==> run_1/m1.png <==
Scale bar: 20 um.
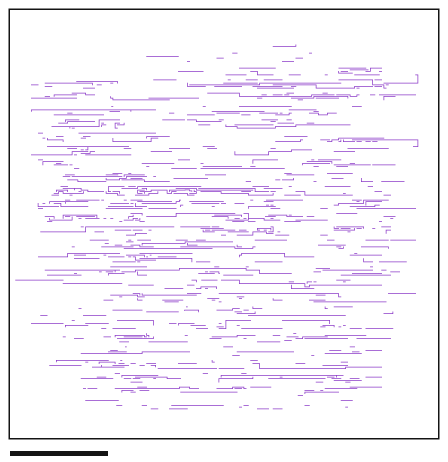
==> run_1/m2.png <==
Scale bar: 20 um. Cells faint in the background.
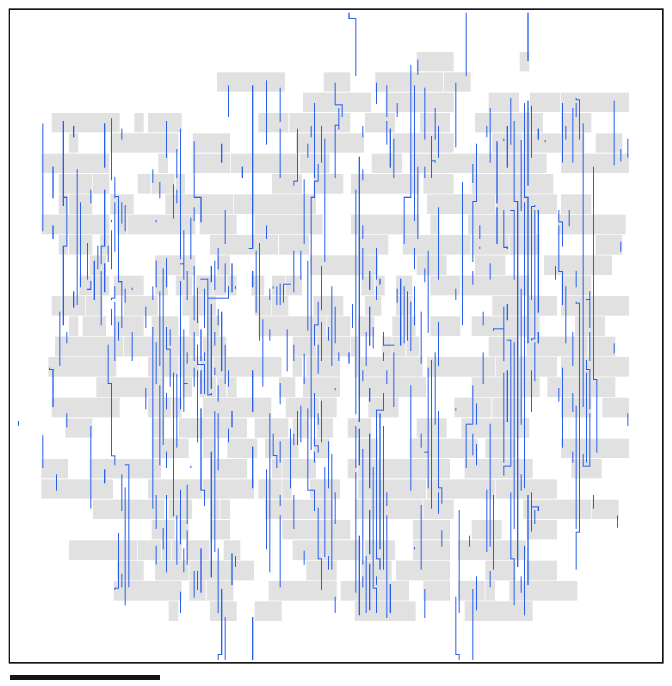
==> run_1/m3.png <==
Scale bar: 20 um. Cells faint in the background.
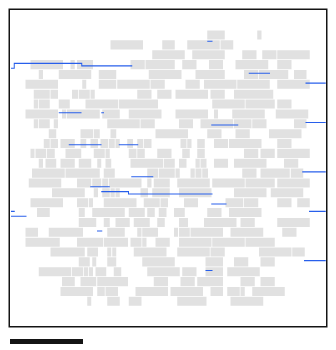
==> run_1/congestion_map.png <==
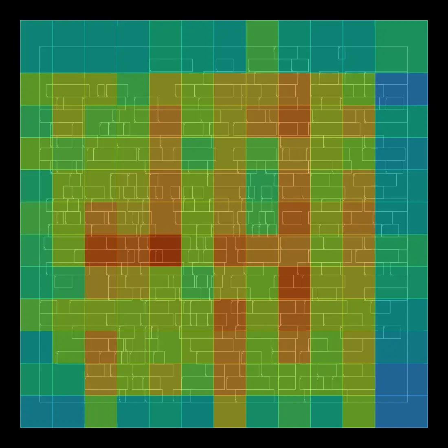
===== src/rtl/uart_rx_fifo.sv =====
// 8N1 UART receiver (8E1 when UART_RX_PARITY_EN is defined) feeding a small
// byte FIFO with a valid/ready output stream and one-cycle error pulses.
`timescale 1ns/1ps
module uart_rx_fifo #(
  parameter int CLOCK_FREQUENCY = 27000000,
  parameter int BAUD_RATE       = 115200,
  parameter int FIFO_DEPTH      = 4
) (
  input  logic       clk,
  input  logic       rst,
  input  logic       rx,
  output logic [7:0] data,
  output logic       valid,
  input  logic       ready,
  output logic       frame_err,
  output logic       parity_err,
  output logic       overrun
);

  localparam int BIT_DIV = CLOCK_FREQUENCY / BAUD_RATE;
  localparam int HALF    = BIT_DIV / 2;
  localparam int CW      = $clog2(BIT_DIV);
  localparam int AW      = $clog2(FIFO_DEPTH);

  localparam logic [CW-1:0] HALF_C = CW'(HALF);
  localparam logic [CW-1:0] LAST_C = CW'(BIT_DIV - 1);
  localparam logic [AW:0]   FULL_C = (AW+1)'(FIFO_DEPTH);

`ifdef UART_RX_PARITY_EN
  typedef enum logic [2:0] {S_IDLE, S_START, S_DATA, S_PARITY, S_STOP, S_BREAK} state_t;
`else
  typedef enum logic [2:0] {S_IDLE, S_START, S_DATA, S_STOP, S_BREAK} state_t;
`endif

  logic [1:0]    sync_q;
  logic          rx_s;
  logic [1:0]    hist;
  logic          maj;
  state_t        state;
  logic [CW-1:0] cnt;
  logic [2:0]    bit_idx;
  logic [7:0]    shreg;
  logic          par_ok;
  logic          stop_hit;
  logic          push;

  // Two-flop synchroniser, idle-high reset so no false start comes out of reset
  always_ff @(posedge clk or posedge rst) begin
    if (rst) begin
      sync_q <= 2'b11;
      hist   <= 2'b11;
    end else begin
      sync_q <= {sync_q[0], rx};
      hist   <= {hist[0], rx_s};
    end
  end

  assign rx_s = sync_q[1];
  assign maj  = (rx_s & hist[0]) | (rx_s & hist[1]) | (hist[0] & hist[1]);

`ifdef UART_RX_PARITY_EN
  logic par_bit;
  logic perr_q;
  assign par_ok     = ~(^shreg ^ par_bit);
  assign parity_err = perr_q;
`else
  assign par_ok     = 1'b1;
  assign parity_err = 1'b0;
`endif

  assign stop_hit = (state == S_STOP) && (cnt == LAST_C);
  assign push     = stop_hit && maj && par_ok;

  always_ff @(posedge clk or posedge rst) begin
    if (rst) begin
      state     <= S_IDLE;
      cnt       <= '0;
      bit_idx   <= '0;
      shreg     <= '0;
      frame_err <= 1'b0;
`ifdef UART_RX_PARITY_EN
      par_bit   <= 1'b0;
      perr_q    <= 1'b0;
`endif
    end else begin
      frame_err <= 1'b0;
`ifdef UART_RX_PARITY_EN
      perr_q    <= 1'b0;
`endif
      cnt <= (cnt == LAST_C) ? '0 : cnt + 1'b1;
      case (state)
        S_IDLE: begin
          cnt <= '0;
          if (!rx_s) state <= S_START;
        end
        S_START: begin
          if (cnt == HALF_C) begin
            cnt <= '0;
            if (!maj) begin
              state   <= S_DATA;
              bit_idx <= '0;
            end else begin
              state <= S_IDLE;
            end
          end
        end
        S_DATA: begin
          if (cnt == LAST_C) begin
            shreg[bit_idx] <= maj;
            bit_idx        <= bit_idx + 3'd1;
            if (bit_idx == 3'd7) begin
`ifdef UART_RX_PARITY_EN
              state <= S_PARITY;
`else
              state <= S_STOP;
`endif
            end
          end
        end
`ifdef UART_RX_PARITY_EN
        S_PARITY: begin
          if (cnt == LAST_C) begin
            par_bit <= maj;
            state   <= S_STOP;
          end
        end
`endif
        S_STOP: begin
          if (cnt == LAST_C) begin
            // a low stop bit wins over parity; the line may be in break
            if (!maj) begin
              frame_err <= 1'b1;
              state     <= S_BREAK;
            end else begin
`ifdef UART_RX_PARITY_EN
              if (!par_ok) perr_q <= 1'b1;
`endif
              state <= S_IDLE;
            end
          end
        end
        S_BREAK: begin
          cnt <= '0;
          if (rx_s) state <= S_IDLE;
        end
        default: state <= S_IDLE;
      endcase
    end
  end

  logic [FIFO_DEPTH-1:0][7:0] mem;
  logic [AW-1:0]              rd_ptr, wr_ptr;
  logic [AW:0]                count;
  logic                       pop, full, wr_en;

  assign valid = (count != '0);
  assign data  = mem[rd_ptr];
  assign pop   = valid && ready;
  assign full  = (count == FULL_C);
  // a pop in the same cycle frees the slot the push needs
  assign wr_en = push && (!full || pop);

  always_ff @(posedge clk or posedge rst) begin
    if (rst) begin
      mem     <= '0;
      rd_ptr  <= '0;
      wr_ptr  <= '0;
      count   <= '0;
      overrun <= 1'b0;
    end else begin
      overrun <= push && !wr_en;
      if (wr_en) begin
        mem[wr_ptr] <= shreg;
        wr_ptr      <= wr_ptr + 1'b1;
      end
      if (pop) rd_ptr <= rd_ptr + 1'b1;
      case ({wr_en, pop})
        2'b10:   count <= count + 1'b1;
        2'b01:   count <= count - 1'b1;
        default: count <= count;
      endcase
    end
  end

endmodule

===== config.mk =====
export PLATFORM = sky130hd
export DESIGN_NAME = uart_rx_fifo
export DESIGN_NICKNAME = d
export VERILOG_FILES = /design/src/rtl/uart_rx_fifo.sv
export SDC_FILE = /design/constraint.sdc
export NUM_CORES = 1
export LEC_CHECK = 0
export CAP_MARGIN = 10
export CORE_MARGIN = 4
export CORE_UTILIZATION = 50
export DETAILED_ROUTE_END_ITERATION = 10
export MAX_ROUTING_LAYER = met4
export PLACE_DENSITY = 0.68
export SYNTH_ARGS = -nofsm -noshare
export SYNTH_HDL_FRONTEND = slang
export SYNTH_SLANG_ARGS = --single-unit

===== constraint.sdc =====
create_clock -name clk -period 3.4 [get_ports clk]
set_input_delay 0.85 -clock clk [delete_from_list [all_inputs] [get_ports clk]]
set_output_delay 0.85 -clock clk [all_outputs]
set_load 0.05 [all_outputs]

==> deck_impl_summary.md, run 1 <==
Flow Results at a Glance

Setup path
  – Reg2reg setup slack: 0.79 ns
  – CP Max Fanout: 9
  – WP data required: 2.55 ns
  – Reg2reg path depth: 11
  – Critical path launch point: rd_ptr[0]$_DFFE_PP0P_
  – Crit path DAT: ~2.3 ns
  – Crit Path Class: reg -> out
  – Crit Reg-Reg Startpoint: cnt[1]$_DFF_PP0_
  – Startpoint Class: flop
  – R2r endpoint: count[2]$_DFFE_PP0P_

Synthesis
  – Synthesized area: roughly 3100 um^2
  – Syn Nets: about 250
  – Synth top cell by count: dfrtp_1
  – Cell total in the yosys stat output: 233
  – Area leader, netlist: dfrtp_1
  – Synth warn: 0
  – Top cells, area: dfrtp_1 50%, mux2_2 8.6%, mux2_1 6.5%, mux4_2 5.8%, ha_1 3.6%
  – Yosys chip area: approximately 3100 um^2
  – Seq/Total Area, Yosys: 53.7%
  – Synthesized area per cell: between 10 and 15 um^2
  – Asr flop ratio synth: 100%
  – Post-Synthesis Cells: 233
  – Distinct lib cells used: 41

Global routing
  – Total congestion overflow: 0
  – GRT Max-Usage Layer: met2
  – M2 GR Usage: between 20% and 30%
  – First-pass GRT wire length: ~9500 um
  – Number of global-route vias before repair: between 1500 and 2000
  – Initial antenna violation count: 0
  – GR Util met1: 21.0%

Clocking
  – Clk buf depth: 2
  – Latency at later pin: around 0.34 ns
  – CTS buffer count: 9
  – TritonCTS clock tree: built
  – Hold-fix buffers, CTS: 0
  – PostCTS Resize Cnt: 0
  – H-tree levels: 3
  – Clock-pin slew on the worst setup and hold paths: 0.07 ns

STA
  – Max Slew Vio Count: 0
  – Final Hold Violation Tally: 0
  – Final worst path period share: 93.8%
  – Max_slew headroom: 54.8%
  – Clock Skew: between 0.007 and 0.008 ns
  – Least-Margin Pin Slew: 0.677 ns
  – Setup TNS: 0 ns
  – Post-layout min period: 3.19 ns
  – Final setup violation count: 0
  – RSZ-0062 raised after global routing: false

Drt
  – DRT iter0 DRCs: between 80 and 90
  – DRC errors left: 0
  – Met2 wire len: ~2600 um
  – Max layer used: met4
  – Routed Antenna Nets: 0
  – WL final: between 5000 and 6000 um
  – Met3 Routed Length: between 100 and 150 um
  – TritonRoute pass-1 iters: 4
  – Vias: 1830

Placement
  – Area post-placement: approximately 3300 um^2
  – Placer Congestion: ~0.8
  – Port Buffer Count: 14

Floorplan
  – Initial Utilization: about 52%
  – Core Region: roughly 6000 um^2
  – Io pins: 16
  – Die footprint: between 7000 and 8000 um^2
  – Width of the chip: 87.1 um
  – Die extent in y: just under 90 um

Min path
  – Hold Crit Depth: 0
  – Hold Path Sink: sync_q[1]$_DFF_PP1_
  – Hold Path Origin: sync_q[0]$_DFF_PP1_
  – Min-Delay Path Class: reg -> reg

Run status
  – Status: finished clean

Finish
  – Ratio of cells with drive above 1 in the final layout: between 20 and 25%
  – Most flops, register: mem
  – Layout area overhead: 14.0%
  – Design area: between 3000 and 4000 um^2
  – Regs by FF count: mem x32, cnt x8, shreg x8
  – Diodes inserted: 0
  – Max reg flops: 32

Flow run
  – Tool warnings: 30
  – Max Cap Viol: 0

Power and ir drop
  – P_leak: around 1.7 nW
  – Power Density: between 500 and 600 nW/um^2
  – Peak supply drop: 0.000288 V
Notes on m1.png above:
nets with wire on the layer: 240
main direction: horizontal
wire length on this layer: 2500 um

Notes on m2.png above:
share of all routed wire: 49%
wire length on this layer: 2640 um

Notes on m3.png above:
main direction: horizontal
wire length on this layer: 149 um
longest straight run: 23.0 um

Notes on congestion_map.png above:
GRT Overall Usage: 17.1%
Routed WL per cell: 16.4 um
M3 GR Usage: 3.69%

==> run 1: through the flow <==
stage	hold slack (ns)	util [%]	power, mW	setup slack [ns]	std cells
2_1_floorplan	0.345	-	1.08	0.873	233
3_3_place_gp	0.346	55.8	1.14	0.508	315
3_5_place_dp	0.348	55.8	1.14	0.451	315
4_1_cts	0.358	59.6	1.91	0.159	331
5_1_grt	0.361	59.6	1.96	0.0626	331
6_report	0.356	59.6	1.87	0.212	331
==> run 1: layout make-up <==
cell class	count	area, um^2
Timing Repair Buffer	16	168
Fill cell	500	2420
Clock buffer	12	155
Multi-Input combinational cell	147	1360
Clock inverter	4	72.6
Inverter	10	37.5
Tap cell	75	93.8
Sequential cell	67	1680
==> run 1: logic make-up (layout without fill, tap and decap cells) <==
| family | count (synthesis) | in the layout | share of synthesized area [%] |
|---|---|---|---|
| other cells | 1 | 1 | 0.120 |
| flops | 67 | 67 | 53.7 |
| xor+xnor | 12 | 12 | 3.36 |
| fa+ha+maj | 11 | 11 | 4.55 |
| simple gates | 60 | 60 | 11.7 |
| compound gates | 12 | 12 | 2.64 |
| mux | 51 | 51 | 21.2 |
| buf+inv | 19 | 42 | 2.80 |
==> run 1: report_power, final <==
group          internal (mW)  switching, mW
combinational          0.114         0.0992
clock                  0.452          0.292
sequential             0.833         0.0821
==> run 1: layout by cell type, fill, tap and decap left out, drive strengths merged, types with 7 or more instances in the layout <==
cell	Yosys	routed
dfrtp	63	63
mux2	42	42
nor2	15	15
clkdlybuf4s50	0	14
clkbuf	1	12
inv	10	10
ha	9	9
and3	8	8
xor2	8	8
mux4	8	8
nand2	7	7
==> run 1: worst max-delay path: stages (launching register included) <==
cell and delay [ns]:
dfrtp_1 0.71, mux4_2 0.58, clkdlybuf4s50_1 0.71
==> inputs of run 2 (changes only) <==
CTS_BUF_LIST = sky130_fd_sc_hd__clkbuf_2 sky130_fd_sc_hd__clkbuf_4 sky130_fd_sc_hd__clkbuf_8   (was default)
REMOVE_ABC_BUFFERS = 1   (was default)
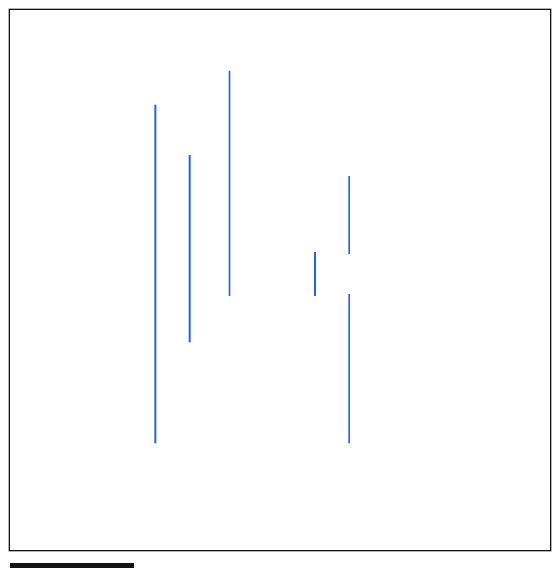
(run_2/m4.png)
Scale bar: 20 um.
main direction: vertical
longest straight run: 54.4 um
vias: 1822
WL final: 5350 um

==> deck_impl_summary.md, run 2 <==
Flow Results at a Glance

Run status
  – Status: finished clean (unchanged)

Synthesis
  – Asr flop ratio synth: 100% (unchanged)
  – Top cells, area: dfrtp_1 50%, mux2_2 8.6%, mux2_1 6.5%, mux4_2 5.8%, ha_1 3.6% (unchanged)
  – Post-Synthesis Cells: 233 (unchanged)
  – Yosys xor share: 3.36% (unchanged)
  – Yosys chip area: 3130 um^2 (unchanged)
  – Synth top cell by count: dfrtp_1 (unchanged)
  – Synthesized area per cell: 13.4 um^2 (unchanged)
  – Comb area leader: multiplexers (unchanged)

Power and ir drop
  – Peak supply drop: 0.000300 V (was 0.000288 V)

Drt
  – Routed WL per cell: 16.2 um (was 16.4 um)
  – Max layer used: met4 (unchanged)
  – Met2 wire len: 2450 um (was 2640 um)
  – Met3 Routed Length: 152 um (was 149 um)

Clocking
  – Clk buf depth: 2 (unchanged)
  – TritonCTS clock tree: built (unchanged)
  – Hold-fix buffers, CTS: 0 (unchanged)
  – PostCTS Resize Cnt: 0 (unchanged)

STA
  – Least-Margin Pin Slew: 0.585 ns (was 0.677 ns)

Placement
  – Port Buffer Count: 14 (unchanged)

Global routing
  – GR Util met1: 21.6% (was 21.0%)
  – GRT Overall Usage: 17.0% (was 17.1%)
  – M2 GR Usage: 25.4% (was 26.8%)
  – GRT Max-Usage Layer: met2 (unchanged)

Finish
  – Diodes inserted: 0 (unchanged)
  – Layout area overhead: 13.7% (was 14.0%)
  – Most flops, register: mem (unchanged)
  – Max reg flops: 32 (unchanged)

Floorplan
  – Width of the chip: 87.1 um (unchanged)

Setup path
  – Crit-path cells: mux4_2 > clkdlybuf4s50_1 (unchanged)
  – WP data required: 2.55 ns (about the same)
  – Crit path DAT: 2.31 ns (was 2.34 ns)
  – Reg2reg path depth: 11 (unchanged)
  – Startpoint Class: flop (unchanged)
  – CP max stage delay: 0.71 ns (about the same)

Flow run
  – Max Cap Viol: 0 (unchanged)
run 2: cell types whose count changed in the layout (fill, tap and decap cells not counted):
cell and delta:
clkbuf_1 -1, clkbuf_4 +1, clkinvlp_4 -1, clkbuf_8 +2, clkinv_2 -1, bufinv_16 -1
run 2: cell type report:
| type | count | area share [%] |
|---|---|---|
| Timing Repair Buffer | 16 | 4.71 |
| Multi-Input combinational cell | 147 | 38.3 |
| Clock inverter | 1 | 0.844 |
| Clock buffer | 14 | 5.24 |
| Tap cell | 75 | 2.64 |
| Inverter | 10 | 1.05 |
| Sequential cell | 67 | 47.2 |
run 2: stage by stage:
stage	area, um^2	setup WS (ns)	hold slack, ns
2_1_floorplan	3080	0.873	0.345
6_report	3560	0.236	0.357
4_1_cts	3560	0.190	0.357
3_3_place_gp	3340	0.506	0.347
5_1_grt	3560	0.131	0.362
3_5_place_dp	3340	0.366	0.347
run 2: worst paths after layout:
check | endpoint | startpoint | slack, ns
max | data[7] | rd_ptr[0]$_DFFE_PP0P_ | 0.24
min | sync_q[1]$_DFF_PP1_ | sync_q[0]$_DFF_PP1_ | 0.36
max reg2reg | count[2]$_DFFE_PP0P_ | cnt[1]$_DFF_PP0_ | 0.78
min reg2reg | sync_q[1]$_DFF_PP1_ | sync_q[0]$_DFF_PP1_ | 0.36
max in group asynchronous | hist[0]$_DFF_PP1_ | rst | 2.19
min in group asynchronous | count[0]$_DFFE_PP0P_ | rst | 0.90
run 2: where the power goes:
part / total [mW] / switching [mW] / internal [mW] / leakage (nW)
sequential: 0.912 / 0.0787 / 0.834 / 0.891
combinational: 0.211 / 0.0971 / 0.114 / 0.683
clock: 0.703 / 0.279 / 0.423 / 0.112
run 2: critical path: cells and delay by family, from the launching register on:
kind                   cells  cell delay, ns
DFF                        1            0.68
buffers and inverters      1            0.71
muxes                      1            0.58
==> inputs of run 3 (changes only) <==
TNS_END_PERCENT = 50   (was default)
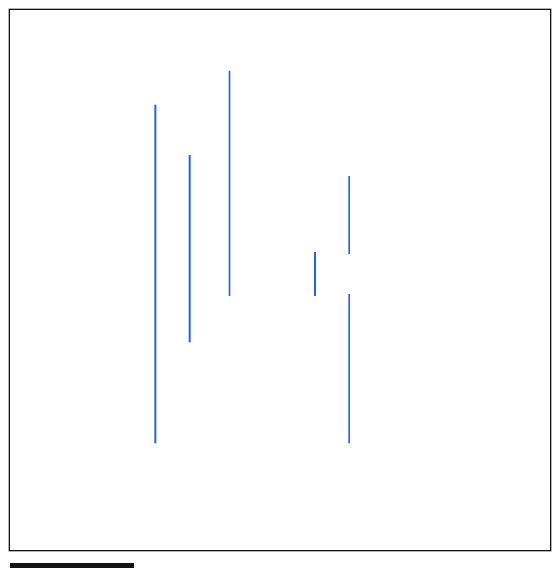
(run_3/m4.png)
Scale bar: 20 um.
share of all routed wire: 3.1%
nets with wire on the layer: 3

==> deck_impl_summary.md, run 3 <==
Flow Results at a Glance

Drt
  – TritonRoute pass-1 iters: 4 (unchanged)
  – WL final: 5350 um (unchanged)
  – DRT iter0 DRCs: 78 (unchanged)
  – Routed Antenna Nets: 0 (unchanged)
  – Vias: 1822 (unchanged)

STA
  – Worst setup margin: 0.236 ns (unchanged)
  – Final setup violation count: 0 (unchanged)
  – Max_slew headroom: 60.8% (unchanged)
  – Post-layout min period: 3.16 ns (unchanged)
  – Final Hold Violation Tally: 0 (unchanged)
  – Least-Margin Pin Slew: 0.585 ns (unchanged)
  – Max Slew Vio Count: 0 (unchanged)
  – RSZ-0062 raised after global routing: false (unchanged)
  – Final hold slack: 0.357 ns (unchanged)

Global routing
  – Total congestion overflow: 0 (unchanged)
  – First-pass GRT wire length: 9420 um (unchanged)
  – Number of global-route vias before repair: 1863 (unchanged)
  – Initial antenna violation count: 0 (unchanged)

Power and ir drop
  – P_leak: 1.69 nW (unchanged)
  – Total power: 1.83 mW (unchanged)
  – Peak supply drop: 0.000300 V (unchanged)
  – Power Density: 513 nW/um^2 (unchanged)

Floorplan
  – Core Region: 5990 um^2 (unchanged)
  – Io pins: 16 (unchanged)
  – Initial Utilization: 52.3% (unchanged)
  – Die footprint: 7590 um^2 (unchanged)

Setup path
  – Crit path DAT: 2.31 ns (about the same)
  – Crit Path Class: reg -> out (unchanged)
  – Crit path to: data[7] (unchanged)
  – CP Max Fanout: 9 (unchanged)
  – Crit-path cells: mux4_2 > clkdlybuf4s50_1 (unchanged)
  – Reg2reg setup slack: 0.78 ns (about the same)
  – R2r endpoint: count[2]$_DFFE_PP0P_ (unchanged)
  – Crit path max-delay family: buffers and inverters (unchanged)
  – Startpoint Class: flop (unchanged)
  – WP data required: 2.55 ns (about the same)

Run status
  – Status: finished clean (unchanged)

Clocking
  – TritonCTS clock tree: built (unchanged)
  – Latency at later pin: 0.34 ns (about the same)
  – CTS buffer count: 9 (unchanged)
  – H-tree levels: 3 (unchanged)
  – Clk buf depth: 2 (unchanged)

Synthesis
  – Synthesized area per cell: 13.4 um^2 (unchanged)
  – Distinct lib cells used: 41 (unchanged)
  – Area leader, netlist: dfrtp_1 (unchanged)
  – Cell total in the yosys stat output: 233 (unchanged)
  – Synth warn: 0 (unchanged)
  – Yosys chip area: 3130 um^2 (unchanged)
  – Synthesized area: 3130 um^2 (unchanged)
  – Post-Synthesis Cells: 233 (unchanged)
  – Asr flop ratio synth: 100% (unchanged)
  – Top cells, area: dfrtp_1 50%, mux2_2 8.6%, mux2_1 6.5%, mux4_2 5.8%, ha_1 3.6% (unchanged)
  – Synth top cell by count: dfrtp_1 (unchanged)

Finish
  – Non-Filler Instances: 330 (unchanged)
  – Design area: 3560 um^2 (unchanged)
  – Most flops, register: mem (unchanged)
  – Diodes inserted: 0 (unchanged)
  – Dominant logic cell types in the final layout: 63 x dfrtp_1, 24 x mux2_2, 18 x mux2_1 (unchanged)
  – Post-layout util: 59.4% (unchanged)

Placement
  – Area post-placement: 3340 um^2 (unchanged)
  – Port Buffer Count: 14 (unchanged)
  – Dpl cells: 315 (unchanged)
  – Placer Congestion: 0.793 (unchanged)

Min path
  – Min-Delay Path Class: reg -> reg (unchanged)

Flow run
  – Max Cap Viol: 0 (unchanged)
  – Tool warnings: 29 (unchanged)
run 3: cell counts in the layout (fill, tap and decap cells not counted):
No cell type changed its count.
run 3: area by class of cell:
| class | count | area [um^2] | share of cell area (%) |
|---|---|---|---|
| multi-input combinational | 147 | 1360 | 38.3 |
| clock inverter | 1 | 30.0 | 0.844 |
| sequential | 67 | 1680 | 47.2 |
| tap | 75 | 93.8 | 2.64 |
| clock buffer | 14 | 186 | 5.24 |
| timing repair buffer | 16 | 168 | 4.71 |
| inverter | 10 | 37.5 | 1.05 |
run 3: per-layer routing:
layer	share of wire [%]	global-route usage [%]
met5	0	-
met3	2.8	3.41
met4	3.0	9.90
met1	48	21.6
met2	46	25.4
run 3: worst min path at each step:
stage                                endpoint  slack [ns]  depth (start not counted)
final                     sync_q[1]$_DFF_PP1_        0.36                          0
after detailed placement  sync_q[1]$_DFF_PP1_        0.35                          0
after global routing        hist[1]$_DFF_PP1_        0.36                          0
after global placement    sync_q[1]$_DFF_PP1_        0.35                          0
after CTS                 sync_q[1]$_DFF_PP1_        0.36                          0
after floorplan           sync_q[1]$_DFF_PP1_        0.35                          0
run 3: cells by family (layout without fill, tap and decap cells):
family                     Yosys count  count (layout)  share of synthesized area [%]
AOI/OAI and AO/OA                   12              12                           2.64
and+or+nand+nor                     60              60                           11.7
xor gates and xnor gates            12              12                           3.36
adders and majority gates           11              11                           4.55
DFF                                 67              67                           53.7
buffers and inverters               19              41                           2.80
other                                1               1                          0.120
muxes                               51              51                           21.2
run 3: report_power, final:
group / leakage, nW / switching, mW / internal (mW)
combinational: 0.683 / 0.0971 / 0.114
sequential: 0.891 / 0.0787 / 0.834
clock: 0.112 / 0.279 / 0.423
Power is estimated from default activity; no workload was simulated.
